--- config.mk ---
export PLATFORM = sky130hd
export DESIGN_NAME = kernel_pack
export DESIGN_NICKNAME = d
export VERILOG_FILES = /design/src/rtl/kernel_pkg.sv /design/src/rtl/kernel_pack_oreg.sv /design/src/rtl/kernel_pack.sv
export SDC_FILE = /design/constraint.sdc
export NUM_CORES = 2
export LEC_CHECK = 0
export CAP_MARGIN = 30
export CELL_PAD_IN_SITES_DETAIL_PLACEMENT = 1
export CELL_PAD_IN_SITES_GLOBAL_PLACEMENT = 1
export CORE_ASPECT_RATIO = 0.8
export CORE_UTILIZATION = 44
export CTS_CLUSTER_SIZE = 14
export DETAILED_ROUTE_END_ITERATION = 6
export MAX_ROUTING_LAYER = met4
export PLACE_DENSITY = 0.84
export SETUP_SLACK_MARGIN = 0.5
export SYNTH_ARGS = -nofsm -noshare
export SYNTH_HDL_FRONTEND = slang
export SYNTH_SLANG_ARGS = --single-unit
--- constraint.sdc ---
create_clock -name clk -period 7.7 [get_ports clk]
set_input_delay 1.155 -clock clk [delete_from_list [all_inputs] [get_ports clk]]
set_output_delay 1.155 -clock clk [all_outputs]
set_load 0.05 [all_outputs]
--- src/rtl/kernel_pkg.sv ---
// Shared definitions for the kernel-path packers: size derivation, config check, FSM states.
package kernel_pkg;

    typedef enum logic [1:0] {
        ST_IDLE  = 2'd0,
        ST_FILL  = 2'd1,
        ST_DRAIN = 2'd2
    } state_e;

    function automatic int wide_f(input int group_nb, input int ker_width, input int depth_nb);
        return group_nb * ker_width * depth_nb;
    endfunction

    function automatic int beats_f(input int wide, input int str_width);
        return wide / str_width;
    endfunction

    // The wide word must split evenly into at least two narrow beats.
    function automatic bit wide_ok_f(input int wide, input int str_width);
        return (str_width > 0) && (wide % str_width == 0) && (wide / str_width >= 2);
    endfunction

endpackage

--- src/rtl/kernel_pack_oreg.sv ---
// Single-entry output register with load/valid/ready; a load in the same cycle as a
// handshake keeps the entry valid with the new word.
module kernel_pack_oreg #(
    parameter int W = 32
) (
    input  logic         clk,
    input  logic         rst,
    input  logic         load_i,
    input  logic [W-1:0] data_i,
    input  logic         rdy_i,
    output logic         val_o,
    output logic [W-1:0] data_o
);

    logic         val_q, val_d;
    logic [W-1:0] data_q, data_d;

    always_comb begin
        val_d  = val_q;
        data_d = data_q;
        if (load_i) begin
            val_d  = 1'b1;
            data_d = data_i;
        end else if (val_q && rdy_i) begin
            val_d  = 1'b0;
        end
    end

    always_ff @(posedge clk) begin
        if (rst) begin
            val_q  <= 1'b0;
            data_q <= '0;
        end else begin
            val_q  <= val_d;
            data_q <= data_d;
        end
    end

    assign val_o  = val_q;
    assign data_o = data_q;

endmodule

--- src/rtl/kernel_pack.sv ---
// Narrow-to-wide kernel stream packer feeding the kernel memory write port.
// KERNEL_PACK_MSB_FIRST_EN places the first beat in the MSBs instead of the LSBs.
module kernel_pack
    import kernel_pkg::*;
#(
    parameter int GROUP_NB  = 4,
    parameter int KER_WIDTH = 16,
    parameter int DEPTH_NB  = 16,
    parameter int STR_WIDTH = 64,
    parameter int CNT_WIDTH = 16
) (
    input  logic                                                clk,
    input  logic                                                rst,
    input  logic [CNT_WIDTH-1:0]                                cfg_words,
    input  logic                                                cfg_set,
    input  logic [STR_WIDTH-1:0]                                str_data,
    input  logic                                                str_val,
    output logic                                                str_rdy,
    output logic [wide_f(GROUP_NB, KER_WIDTH, DEPTH_NB)-1:0]    wr_data,
    output logic                                                wr_data_val,
    input  logic                                                wr_data_rdy,
    output logic                                                busy,
    output logic                                                done
);

    localparam int WIDE  = wide_f(GROUP_NB, KER_WIDTH, DEPTH_NB);
    localparam int BEATS = beats_f(WIDE, STR_WIDTH);
    localparam int BW    = $clog2(BEATS);

    if (!wide_ok_f(WIDE, STR_WIDTH)) begin : g_cfg_err
        $error("kernel_pack: WIDE must be a multiple of STR_WIDTH with at least 2 beats");
    end

    state_e                state_q, state_d;
    logic [BW-1:0]         beat_q, beat_d;
    logic [CNT_WIDTH-1:0]  wcnt_q, wcnt_d;
    logic [WIDE-1:0]       pack_q, pack_d, word;
    logic                  done_q, done_d;
    logic [BW-1:0]         slot;
    logic                  last, accept, load;

`ifdef KERNEL_PACK_MSB_FIRST_EN
    assign slot = BW'(BEATS - 1) - beat_q;
`else
    assign slot = beat_q;
`endif

    assign last    = (beat_q == BW'(BEATS - 1));
    // Only the closing beat waits for the output register; earlier beats go into pack_q.
    assign str_rdy = (state_q == ST_FILL) && !(last && wr_data_val && !wr_data_rdy);
    assign accept  = str_val && str_rdy;

    always_comb begin
        word = pack_q;
        word[slot*STR_WIDTH +: STR_WIDTH] = str_data;
    end

    always_comb begin
        state_d = state_q;
        beat_d  = beat_q;
        wcnt_d  = wcnt_q;
        pack_d  = pack_q;
        done_d  = 1'b0;
        load    = 1'b0;
        case (state_q)
            ST_IDLE: begin
                if (cfg_set) begin
                    if (cfg_words != '0) begin
                        wcnt_d  = cfg_words;
                        beat_d  = '0;
                        state_d = ST_FILL;
                    end else begin
                        done_d  = 1'b1;
                    end
                end
            end
            ST_FILL: begin
                if (accept) begin
                    pack_d = word;
                    if (last) begin
                        load   = 1'b1;
                        beat_d = '0;
                        wcnt_d = wcnt_q - CNT_WIDTH'(1);
                        if (wcnt_q == CNT_WIDTH'(1)) state_d = ST_DRAIN;
                    end else begin
                        beat_d = beat_q + BW'(1);
                    end
                end
            end
            ST_DRAIN: begin
                if (wr_data_val && wr_data_rdy) begin
                    state_d = ST_IDLE;
                    done_d  = 1'b1;
                end
            end
            default: state_d = ST_IDLE;
        endcase
    end

    always_ff @(posedge clk) begin
        if (rst) begin
            state_q <= ST_IDLE;
            beat_q  <= '0;
            wcnt_q  <= '0;
            pack_q  <= '0;
            done_q  <= 1'b0;
        end else begin
            state_q <= state_d;
            beat_q  <= beat_d;
            wcnt_q  <= wcnt_d;
            pack_q  <= pack_d;
            done_q  <= done_d;
        end
    end

    kernel_pack_oreg #(.W(WIDE)) u_oreg (
        .clk    (clk),
        .rst    (rst),
        .load_i (load),
        .data_i (word),
        .rdy_i  (wr_data_rdy),
        .val_o  (wr_data_val),
        .data_o (wr_data)
    );

    assign busy = (state_q != ST_IDLE);
    assign done = done_q;

endmodule

==> flow_metrics.tcl <==
# flow metrics
set metrics [dict create \
    run_status "finished, final reports clean" \
    ys.flops 2072 \
    ctsHoldBuffers 0 \
    mappedNetlistArea_um2 83800 \
    drc 0 \
    yosys.area.top_type_share_pct 49.5 \
    iter_0_drt_violations 9716 \
    preCtsSetupSlack_ns 3.14 \
    relative_slew_margins_pct 10.6 \
    timing.hold.worst.class "reg -> reg" \
    fp-row-count 142 \
    setup_repair_after_global_routing_missed_its_margin "false" \
    reg_to_reg_slack_setup_ns 3.29 \
    largest_net_degree_at_the_start_of_global_routing 252 \
    postCtsSetupRepairBufs 0 \
    grt_use_total_pct 39.4 \
    synth_dominant_cell_count "sky130_fd_sc_hd__nand2_1" \
    finClkSkew_ns 0.0526 \
    filler_cell_count 22100 \
    numCtsBuffers 206 \
    worst-endpoint-arrival_ns 3.64 \
    endpoint_kind_of_the_worst_setup_timing_path "output port" \
    critical-path-slowest-cell "sky130_fd_sc_hd__clkdlybuf4s50_1" \
    routed_length_per_instance_um 28.3 \
    timing_max_transition_violations_final 0 \
    setup_tns_ns 0 \
    synthArstFlopShare_pct 0 \
    post_drt_via_cell_ratio 6.16 \
    fmax_ghz 0.209 \
    grt_pass1_vias 82200 \
    core_area_um2 188000 \
    layout_setup_ws_ns 2.90 \
    layout-drive-gt1-share_pct 5.51 \
    post_synth.cell_area_avg_um2 7.87 \
    pin_count 1113 \
    r2r_end "u_oreg.data_o[835]$_SDFFE_PP0P_" \
    synth.lib_cells_used.distinct 65 \
    warning_count 149 \
    worst-endpoint-required_ns 6.55 \
    clock_path_buffers 3 \
    synth.yosys.warnings 0 \
    power_per_cell_area_nw_per_um2 218 \
    tritoncts "yes" \
    synth_sequential_area_ratio_pct 49.5 \
    leakage_nw 32.4 \
]
area by class of cell:
| class | instances | area (µm²) | area share (%) |
|---|---|---|---|
| inverters | 8 | 30.0 | 0.0295 |
| multi-input cells | 7336 | 37600 | 36.9 |
| diodes | 115 | 288 | 0.282 |
| clock inverters | 48 | 598 | 0.587 |
| flip-flops and latches | 2072 | 41500 | 40.7 |
| repair buffers | 1260 | 12500 | 12.2 |
| clock buffers | 318 | 6230 | 6.12 |
| well taps | 2520 | 3150 | 3.09 |
power by group through the flow:
stage	sequential (W)	combinational, W	clock (W)
after global placement	0.0110	0.00102	0
final	0.0108	0.00109	0.0104
after CTS	0.0108	0.00105	0.0104
after floorplan	0.0110	0.000582	0
after detailed placement	0.0110	0.00105	0
after global routing	0.0107	0.00111	0.0108
worst max-delay path, delay by kind of cell, from the launching register on:
| kind | cells | cell delay [ns] |
|---|---|---|
| adders and majority gates | 1 | 0.34 |
| DFF | 1 | 0.34 |
| buffers and inverters | 2 | 1.55 |
| and+or+nand+nor | 3 | 0.56 |
sequential cells by signal (all words and copies together), names as in the netlist:
name,cells
pack_q,1024
u_oreg.val_o,1
u_oreg.data_o,1024
beat_q,4
wcnt_q,16
state_q,2
done,1
cell families (layout without fill, tap and decap cells):
kind of cell    Yosys count  count (layout)  share of synthesized area, %
fa+ha+maj                 5               5                        0.0747
xor+xnor                  5               5                        0.0523
simple gates           4688            4688                          23.0
compound gates         2312            2312                          17.5
flops                  2072            2072                          49.5
mux                     326             326                          3.89
buf+inv                1236            1634                          5.97
other cells               0             115                             0
per-layer routing:
metal,global-route usage (%),up-vias
met2,56.7,4341
li1,-,36600
met5,-,-
met3,9.07,1276
met1,47.3,42100
met4,31.6,0
cell usage in the layout (no fill, tap or decap), drive strengths merged, types with 5 or more instances in the layout:
cell type	count
a211oi	433
a21oi	1152
a311oi	481
and2	181
and3	67
buf	213
bufinv	9
clkbuf	318
clkdlybuf4s50	1047
clkinv	31
dfxtp	2072
diode	115
ha	5
inv	12
mux2i	326
nand2	2877
nand2b	5
nand3	93
nor2	1056
nor2b	11
nor3	256
nor4	120
o21ai	209
worst min path at each step:
| stage | slack, ns | to | depth (start not counted) |
|---|---|---|---|
| after CTS | 0.45 | pack_q[655]$_SDFFE_PP0P_ | 2 |
| after global placement | 0.44 | pack_q[687]$_SDFFE_PP0P_ | 2 |
| after global routing | 0.47 | pack_q[57]$_SDFFE_PP0P_ | 2 |
| after floorplan | 0.43 | pack_q[128]$_SDFFE_PP0P_ | 2 |
| after detailed placement | 0.45 | pack_q[653]$_SDFFE_PP0P_ | 2 |
| final | 0.45 | u_oreg.data_o[885]$_SDFFE_PP0P_ | 2 |
per-stage QoR:
step	utilization, %	hold slack [ns]	total power, W
6_report	54.1	0.451	0.0222
5_1_grt	54.1	0.468	0.0227
4_1_cts	53.9	0.454	0.0222
3_5_place_dp	50.3	0.445	0.0120
3_3_place_gp	50.1	0.438	0.0120
2_1_floorplan	-	0.433	0.0116
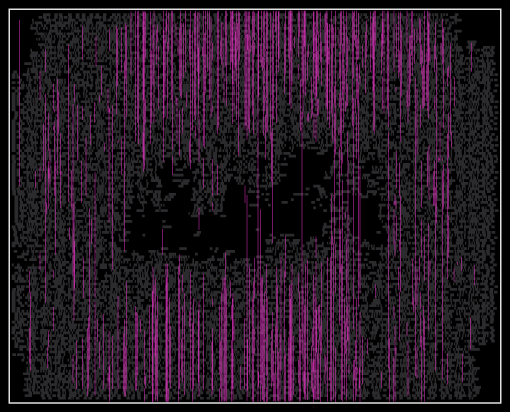
Figure 1: met4 routing.
Drawn at 1 px/µm. Cells faint in the background.
The layer holds 8.8% of the routed length. The layer carries 34.2 mm of wire. 397 nets have wire on it. The longest straight run is 298 µm.
vias: 84300
detailed-route wire length: 387000 µm

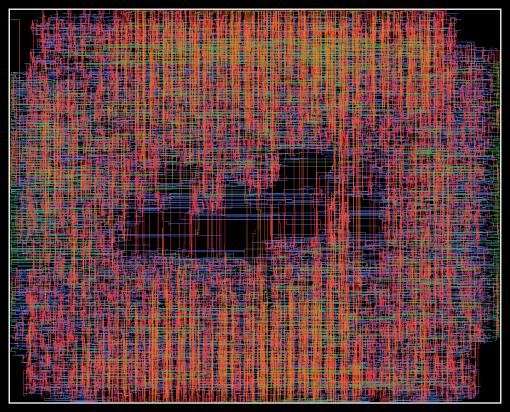
Figure 2: routed metal, one colour a layer.
Drawn at 1 px/µm.
M4: shown in orange, wire length 34.2 mm. M3: shown in green, wire length 36.8 mm. M1: shown in blue, wire length 150 mm. M2: shown in red, wire length 166 mm.

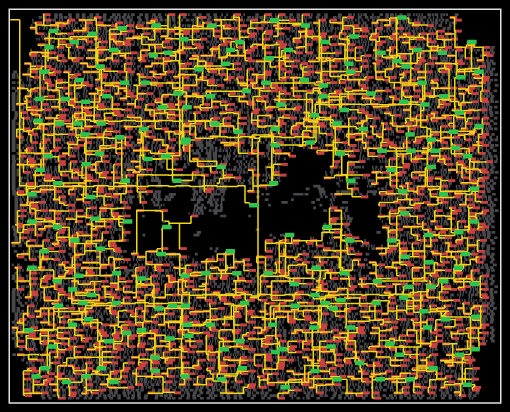
Figure 3: clock network drawn from the DEF.
Drawn at 1 px/µm.
flip-flops: shown in red, count 2072. clock wires: shown in yellow, length 26.0 mm. clock-net drivers: shown in green, count 206.
There are 207 routed clock nets. Position of the flops: widely spread.

No activity file was given, so power comes from the tool's default toggle rates.
